### Signal wires by layer

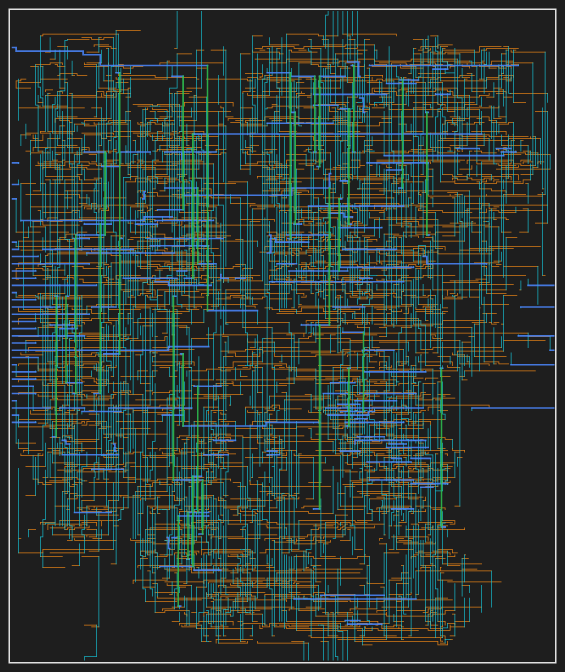
### I/O nets highlighted

Bar = 20 um.
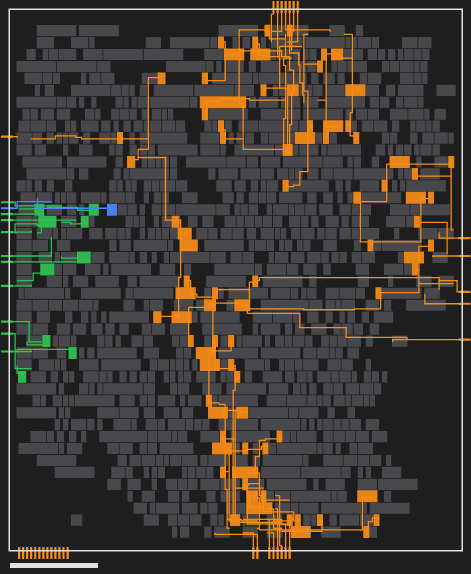
### Placement by cell class

Fill, decap, tap and diode cells in gray.
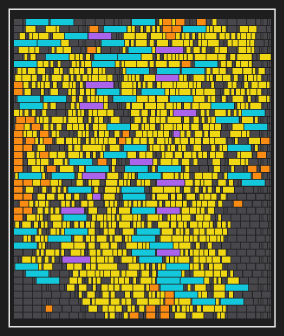
[config.mk]
export PLATFORM = sky130hd
export DESIGN_NAME = collision_scheduler
export DESIGN_NICKNAME = d
export VERILOG_FILES = /design/src/rtl/collision_scheduler.sv
export SDC_FILE = /design/constraint.sdc
export NUM_CORES = 1
export LEC_CHECK = 0
export CORE_ASPECT_RATIO = 1.2
export CORE_UTILIZATION = 59
export CTS_CLUSTER_SIZE = 8
export DETAILED_ROUTE_END_ITERATION = 16
export HOLD_SLACK_MARGIN = 0.02
export PLACE_DENSITY = 0.86
export SYNTH_ARGS = -nofsm -noshare
export SYNTH_HDL_FRONTEND = slang
export SYNTH_SLANG_ARGS = --single-unit
[constraint.sdc]
create_clock -name clk -period 8.66 [get_ports clk]
set_input_delay 1.732 -clock clk [delete_from_list [all_inputs] [get_ports clk]]
set_output_delay 1.732 -clock clk [all_outputs]
set_load 0.05 [all_outputs]
[src/rtl/collision_scheduler.sv]
// rtl/collision_scheduler.sv - per-frame collision and shot-cleanup sequencer
// Walks ship/asteroid/shot pairs through one shared read port and issues delete requests.
module collision_scheduler #(
  parameter int MAX_ASTEROIDS = 3,
  parameter int MAX_SHOTS     = 3,
  parameter int ENTITY_SIZE   = 34,
  parameter int HIT_DIST      = 16,
  parameter int SHIP_HIT_DIST = 12,
  parameter int X_MAX         = 320,
  parameter int Y_MAX         = 240
) (
  input  logic                   clk,
  input  logic                   reset_n,
  input  logic                   frame_start,
  output logic                   busy,
  output logic                   done,
  output logic                   rd_en,
  output logic [1:0]             rd_sel,
  output logic [9:0]             rd_idx,
  input  logic [ENTITY_SIZE-1:0] rd_data,
  output logic                   del_valid,
  output logic                   del_sel,
  output logic [9:0]             del_idx,
  input  logic                   del_ready,
  output logic                   ship_hit,
  output logic                   asteroid_killed
);

  typedef enum logic [3:0] {
    S_IDLE, S_RD_SHIP, S_LATCH_SHIP, S_RD_AST, S_LATCH_AST, S_CHK_SHIP,
    S_RD_SHOT, S_CHK_SHOT, S_DEL_SHOT, S_DEL_AST, S_RD_OOB, S_CHK_OOB,
    S_DEL_OOB, S_DONE
  } state_t;

  state_t                 r_state;
  state_t                 w_next;
  logic [9:0]             r_ast_idx;
  logic [9:0]             r_shot_idx;
  logic [MAX_SHOTS-1:0]   r_dead;
  logic                   r_ship_act;
  logic [9:0]             r_ship_x;
  logic [9:0]             r_ship_y;
  logic [9:0]             r_ast_x;
  logic [9:0]             r_ast_y;
  logic                   r_ship_hit_seen;

  logic                   w_ent_act;
  logic [9:0]             w_ent_x;
  logic [9:0]             w_ent_y;
  logic                   w_last_ast;
  logic                   w_last_shot;
  logic [31:0]            w_shot_onehot;
  logic [31:0]            w_dead_ext;
  logic                   w_shot_live;
  logic                   w_shot_hit;
  logic                   w_shot_oob;
  logic                   w_ship_near;
  logic                   w_ship_hit;
  logic [10:0]            w_sdx, w_sdy, w_adx, w_ady;
  logic                   w_unused_bits;

  function automatic logic [10:0] abs_diff(input logic [9:0] a, input logic [9:0] b);
    logic [10:0] ea, eb;
    ea = {1'b0, a};
    eb = {1'b0, b};
    return (ea >= eb) ? (ea - eb) : (eb - ea);
  endfunction

  assign w_ent_act     = rd_data[33];
  assign w_ent_y       = rd_data[25:16];
  assign w_ent_x       = rd_data[15:6];
  assign w_unused_bits = ^rd_data;

  assign w_last_ast    = (r_ast_idx  == 10'(MAX_ASTEROIDS - 1));
  assign w_last_shot   = (r_shot_idx == 10'(MAX_SHOTS - 1));

  // Dead mask is indexed through a 32-bit one-hot so any MAX_SHOTS up to 32 works.
  assign w_shot_onehot = 32'd1 << r_shot_idx;
  assign w_dead_ext    = 32'(r_dead);
  assign w_shot_live   = w_ent_act && ((w_dead_ext & w_shot_onehot) == 32'd0);

  assign w_adx         = abs_diff(r_ast_x, w_ent_x);
  assign w_ady         = abs_diff(r_ast_y, w_ent_y);
  assign w_shot_hit    = (w_adx < 11'(HIT_DIST)) && (w_ady < 11'(HIT_DIST));
  assign w_shot_oob    = ({1'b0, w_ent_x} > 11'(X_MAX)) || ({1'b0, w_ent_y} > 11'(Y_MAX));

  assign w_sdx         = abs_diff(r_ship_x, r_ast_x);
  assign w_sdy         = abs_diff(r_ship_y, r_ast_y);
  assign w_ship_near   = (w_sdx < 11'(SHIP_HIT_DIST)) && (w_sdy < 11'(SHIP_HIT_DIST));
  // CHK_SHIP is only reached for an active asteroid, so only the ship flag matters here.
  assign w_ship_hit    = (r_state == S_CHK_SHIP) && r_ship_act && w_ship_near && !r_ship_hit_seen;

  always_ff @(posedge clk or negedge reset_n) begin
    if (!reset_n) begin
      r_state <= S_IDLE;
    end else begin
      r_state <= w_next;
    end
  end

  always_comb begin
    w_next = r_state;
    case (r_state)
      S_IDLE:       if (frame_start) w_next = S_RD_SHIP;
      S_RD_SHIP:    w_next = S_LATCH_SHIP;
      S_LATCH_SHIP: w_next = S_RD_AST;
      S_RD_AST:     w_next = S_LATCH_AST;
      S_LATCH_AST: begin
        if (w_ent_act)       w_next = S_CHK_SHIP;
        else if (w_last_ast) w_next = S_RD_OOB;
        else                 w_next = S_RD_AST;
      end
      S_CHK_SHIP:   w_next = S_RD_SHOT;
      S_RD_SHOT:    w_next = S_CHK_SHOT;
      S_CHK_SHOT: begin
        if (w_shot_live && w_shot_hit) w_next = S_DEL_SHOT;
        else if (!w_last_shot)         w_next = S_RD_SHOT;
        else if (w_last_ast)           w_next = S_RD_OOB;
        else                           w_next = S_RD_AST;
      end
      S_DEL_SHOT:   if (del_ready) w_next = S_DEL_AST;
      S_DEL_AST: begin
        if (del_ready) w_next = w_last_ast ? S_RD_OOB : S_RD_AST;
      end
      S_RD_OOB:     w_next = S_CHK_OOB;
      S_CHK_OOB: begin
        if (w_shot_live && w_shot_oob) w_next = S_DEL_OOB;
        else if (w_last_shot)          w_next = S_DONE;
        else                           w_next = S_RD_OOB;
      end
      S_DEL_OOB: begin
        if (del_ready) w_next = w_last_shot ? S_DONE : S_RD_OOB;
      end
      S_DONE:       w_next = S_IDLE;
      default:      w_next = S_IDLE;
    endcase
  end

  always_ff @(posedge clk or negedge reset_n) begin
    if (!reset_n) begin
      r_ast_idx       <= '0;
      r_shot_idx      <= '0;
      r_dead          <= '0;
      r_ship_act      <= 1'b0;
      r_ship_x        <= '0;
      r_ship_y        <= '0;
      r_ast_x         <= '0;
      r_ast_y         <= '0;
      r_ship_hit_seen <= 1'b0;
    end else begin
      case (r_state)
        S_IDLE: begin
          if (frame_start) begin
            r_ast_idx       <= '0;
            r_shot_idx      <= '0;
            r_dead          <= '0;
            r_ship_hit_seen <= 1'b0;
          end
        end
        S_LATCH_SHIP: begin
          r_ship_act <= w_ent_act;
          r_ship_x   <= w_ent_x;
          r_ship_y   <= w_ent_y;
        end
        S_LATCH_AST: begin
          r_ast_x <= w_ent_x;
          r_ast_y <= w_ent_y;
          if (!w_ent_act) begin
            r_ast_idx  <= r_ast_idx + 10'd1;
            r_shot_idx <= '0;
          end
        end
        S_CHK_SHIP: begin
          r_shot_idx <= '0;
          if (w_ship_hit) r_ship_hit_seen <= 1'b1;
        end
        S_CHK_SHOT: begin
          if (w_shot_live && w_shot_hit) begin
            r_dead <= r_dead | w_shot_onehot[MAX_SHOTS-1:0];
          end else if (w_last_shot) begin
            r_ast_idx  <= r_ast_idx + 10'd1;
            r_shot_idx <= '0;
          end else begin
            r_shot_idx <= r_shot_idx + 10'd1;
          end
        end
        S_DEL_AST: begin
          if (del_ready) begin
            r_ast_idx  <= r_ast_idx + 10'd1;
            r_shot_idx <= '0;
          end
        end
        S_CHK_OOB: begin
          if (!(w_shot_live && w_shot_oob)) r_shot_idx <= r_shot_idx + 10'd1;
        end
        S_DEL_OOB: begin
          if (del_ready) r_shot_idx <= r_shot_idx + 10'd1;
        end
        S_DONE: begin
          r_dead <= '0;
        end
        default: ;
      endcase
    end
  end

  always_comb begin
    busy            = 1'b0;
    done            = 1'b0;
    rd_en           = 1'b0;
    rd_sel          = 2'd0;
    rd_idx          = 10'd0;
    del_valid       = 1'b0;
    del_sel         = 1'b0;
    del_idx         = 10'd0;
    ship_hit        = w_ship_hit;
    asteroid_killed = 1'b0;
    case (r_state)
      S_IDLE: ;
      S_DONE: done = 1'b1;
      default: busy = 1'b1;
    endcase
    case (r_state)
      S_RD_SHIP: begin
        rd_en  = 1'b1;
        rd_sel = 2'd0;
      end
      S_RD_AST: begin
        rd_en  = 1'b1;
        rd_sel = 2'd1;
        rd_idx = r_ast_idx;
      end
      S_RD_SHOT, S_RD_OOB: begin
        rd_en  = 1'b1;
        rd_sel = 2'd2;
        rd_idx = r_shot_idx;
      end
      S_DEL_SHOT, S_DEL_OOB: begin
        del_valid = 1'b1;
        del_sel   = 1'b1;
        del_idx   = r_shot_idx;
      end
      S_DEL_AST: begin
        del_valid       = 1'b1;
        del_sel         = 1'b0;
        del_idx         = r_ast_idx;
        asteroid_killed = del_ready;
      end
      default: ;
    endcase
  end

endmodule

==> results.txt <==
Observations from the implementation run.

Die:
- The run gives the width of the chip as 102.9 um.
- The run gives the number of top-level pins as ~67.
- The region available for standard cell placement spans 11730 um2.
- The run puts the die height at 123.0 um.
- Once the floorplan was initialized, standard cells occupied 61.39% of the core.

Placement:
- The run puts the total half-perimeter wirelength after legalization and detailed placement at 14050 um.
- Buffers placed on the I/O ports in this run total 53.

Yosys:
- The run puts the number of warning messages in the yosys log at 0.
- The run gives the synthesized chip area reported by yosys as 7201 um2.
- After synthesis, the largest area contributor takes up approximately a quarter of total cell area.
- Per the synthesis report, the dominant area consumer among library cells is sky130_fd_sc_hd__dfrtp_1.
- The run gives the dominant non-sequential cell family after synthesis as AND-OR/OR-AND gates.
- Measured against the total synthesized area, the mux share comes to 2.728%.
- The synthesis report lists the most area-consuming cells as sky130_fd_sc_hd__dfrtp_1, sky130_fd_sc_hd__ha_1, sky130_fd_sc_hd__o21ai_0.
- By count the netlist is led by sky130_fd_sc_hd__nand2_1, sky130_fd_sc_hd__inv_1, sky130_fd_sc_hd__o21ai_0.
- Once synthesis finished, the tally of register bits stood at 69.
- For this run, asynchronously set or reset flops after synthesis account for 100.0%.
- The run gives the xor/xnor cell area share of the yosys netlist as 2.311%.

Drt:
- The detailed router reports a met3 wire length of 1206 um.
- Detailed routing placed a total of roughly 9400 um of wire on met2.
- The first TritonRoute pass finished after 5 iterations.
- The run gives the residual antenna-violating net count after detailed routing as 0.
- TritonRoute reported its final design rule violation total as 0.

Global route:
- The run puts the number of global-route vias before repair at 6746.

Final layout:
- The run puts the final antenna diode count at 0.
- The run gives the area of combinational cells with multiple inputs as between 4000 and 5000 um2.
- The run puts the flip-flop and latch area at between 1500 and 2000 um2.
- The run gives the post-synthesis to final-layout area growth as 12.58%.
- The run puts the final design instance area without fill at 8107 um2.
- The layout has 973 filler cells.

Run:
- The run puts the number of OpenROAD warnings at roughly 80.

Power and ir drop:
- The run puts the total internal power at 1.641 mW.
- The run puts the highest ir drop seen on vdd at 0.1579 mV.
- The run gives the total power per unit cell area as 407.3 nW/um2.
- The run gives the share of total power in combinational logic as 69.4%.
- The run gives the standby leakage power as 3.723 nW.
- The share of total power dissipated in sequential elements is 16.7%.
- The run gives the switching share of power as 50.31%.

STA:
- The transition time recorded at the tightest slew-check pin is roughly 1.1 ns.
- Setup repair after global routing left no endpoint under its margin.
- The run puts the setup skew after layout at 0.007489 ns.
- The run gives the setup-violating endpoint count in the final report as 0.

Clock network:
- The tree is rooted in a sky130_fd_sc_hd__clkbuf_16.
- The run puts the cell resize tally after clock tree synthesis at 0.
- TritonCTS built the clock tree.

Setup path:
- On the critical path the data arrives at 4.12 ns.
- Among all stages on the critical path, the largest delay is contributed by sky130_fd_sc_hd__clkdlybuf4s50_1.
- The run gives the worst-path maximum fanout as 10.

Worst hold path:
- Note that the worst hold path type here is reg2reg.

Run status:
- The flow ran to the end, and the final reports show no timing, DRC or antenna violations.
## Picture notes: 'Signal wires by layer'
layer	color	wire length
M3	blue	1210 um
M4	green	707 um
M1	orange	8160 um
M2	cyan	9360 um
overall track demand over capacity in global routing: 32.12%
total detailed-routing wirelength: 19440 um
average detailed-routed wire length per instance: 17.42 um
vias post-DR: 7112

## Picture notes: 'I/O nets highlighted'
port	color	bits	direction	end cells	buffers	wire
`del_idx`	green	10	output	10	10	174 um
`rd_data`	orange	34	input	91	21	1300 um
`rd_en`	blue	1	output	1	1	30.9 um

## Picture notes: 'Placement by cell class'
class	color	cells	share of their area
registers	cyan	69	22%
remaining buffers and delay cells	orange	55	6.9%
clock drivers and dummy loads	purple	15	4.6%
remaining logic cells	yellow	820	67%

area by class of cell:
type,instances,area share (%)
Clock inverter,6,1.682
Multi-Input combinational cell,730,60.95
Inverter,90,4.167
Clock buffer,9,2.778
Sequential cell,69,21.30
Tap cell,157,2.423
Timing Repair Buffer,55,6.699
power groups by stage:
| stage | clock network (mW) | registers, mW | logic [mW] |
|---|---|---|---|
| floorplan | 0 | 0.496 | 1.83 |
| global placement | 0 | 0.547 | 2.18 |
| detailed placement | 0 | 0.554 | 2.21 |
| CTS | 0.459 | 0.549 | 2.24 |
| global route | 0.473 | 0.566 | 2.53 |
| finish | 0.457 | 0.553 | 2.29 |
sequential cells by signal (all words and copies together) (netlist names), 3 cells and up:
signal and flops:
r_dead 3, r_ast_idx 10, r_shot_idx 10, r_ship_x 10, r_ast_y 10, r_ship_y 10
r_ast_x 10, r_state 4
metrics by stage:
stage               total power [mW]  std cells  hold WS, ns
floorplan                      2.325        933       0.4508
global route                   3.567       1116       0.5139
detailed placement             2.768       1101       0.4772
finish                         3.302       1116       0.5008
global placement               2.723       1101       0.4713
CTS                            3.251       1116       0.5044
path summary, 6_finish.rpt:
path	from	to	depth (start not counted)
setup / recovery	r_ship_y[6]	ship_hit	11
hold / removal	r_dead[1]	r_dead[1]	1
setup reg to reg	r_ast_x[1]	r_shot_idx[1]	9
hold reg to reg	r_dead[1]	r_dead[1]	1
max in group asynchronous	reset_n	r_ast_idx[5]	1
min in group asynchronous	reset_n	r_shot_idx[8]	1
per-layer routing:
metal / vias up / track usage, %
met4: 0 / 15.58
met2: 295 / 53.75
met1: 3348 / 39.86
li1: 3400 / -
met3: 69 / 5.483
met5: - / 0
Power and IR drop assume default switching activity.
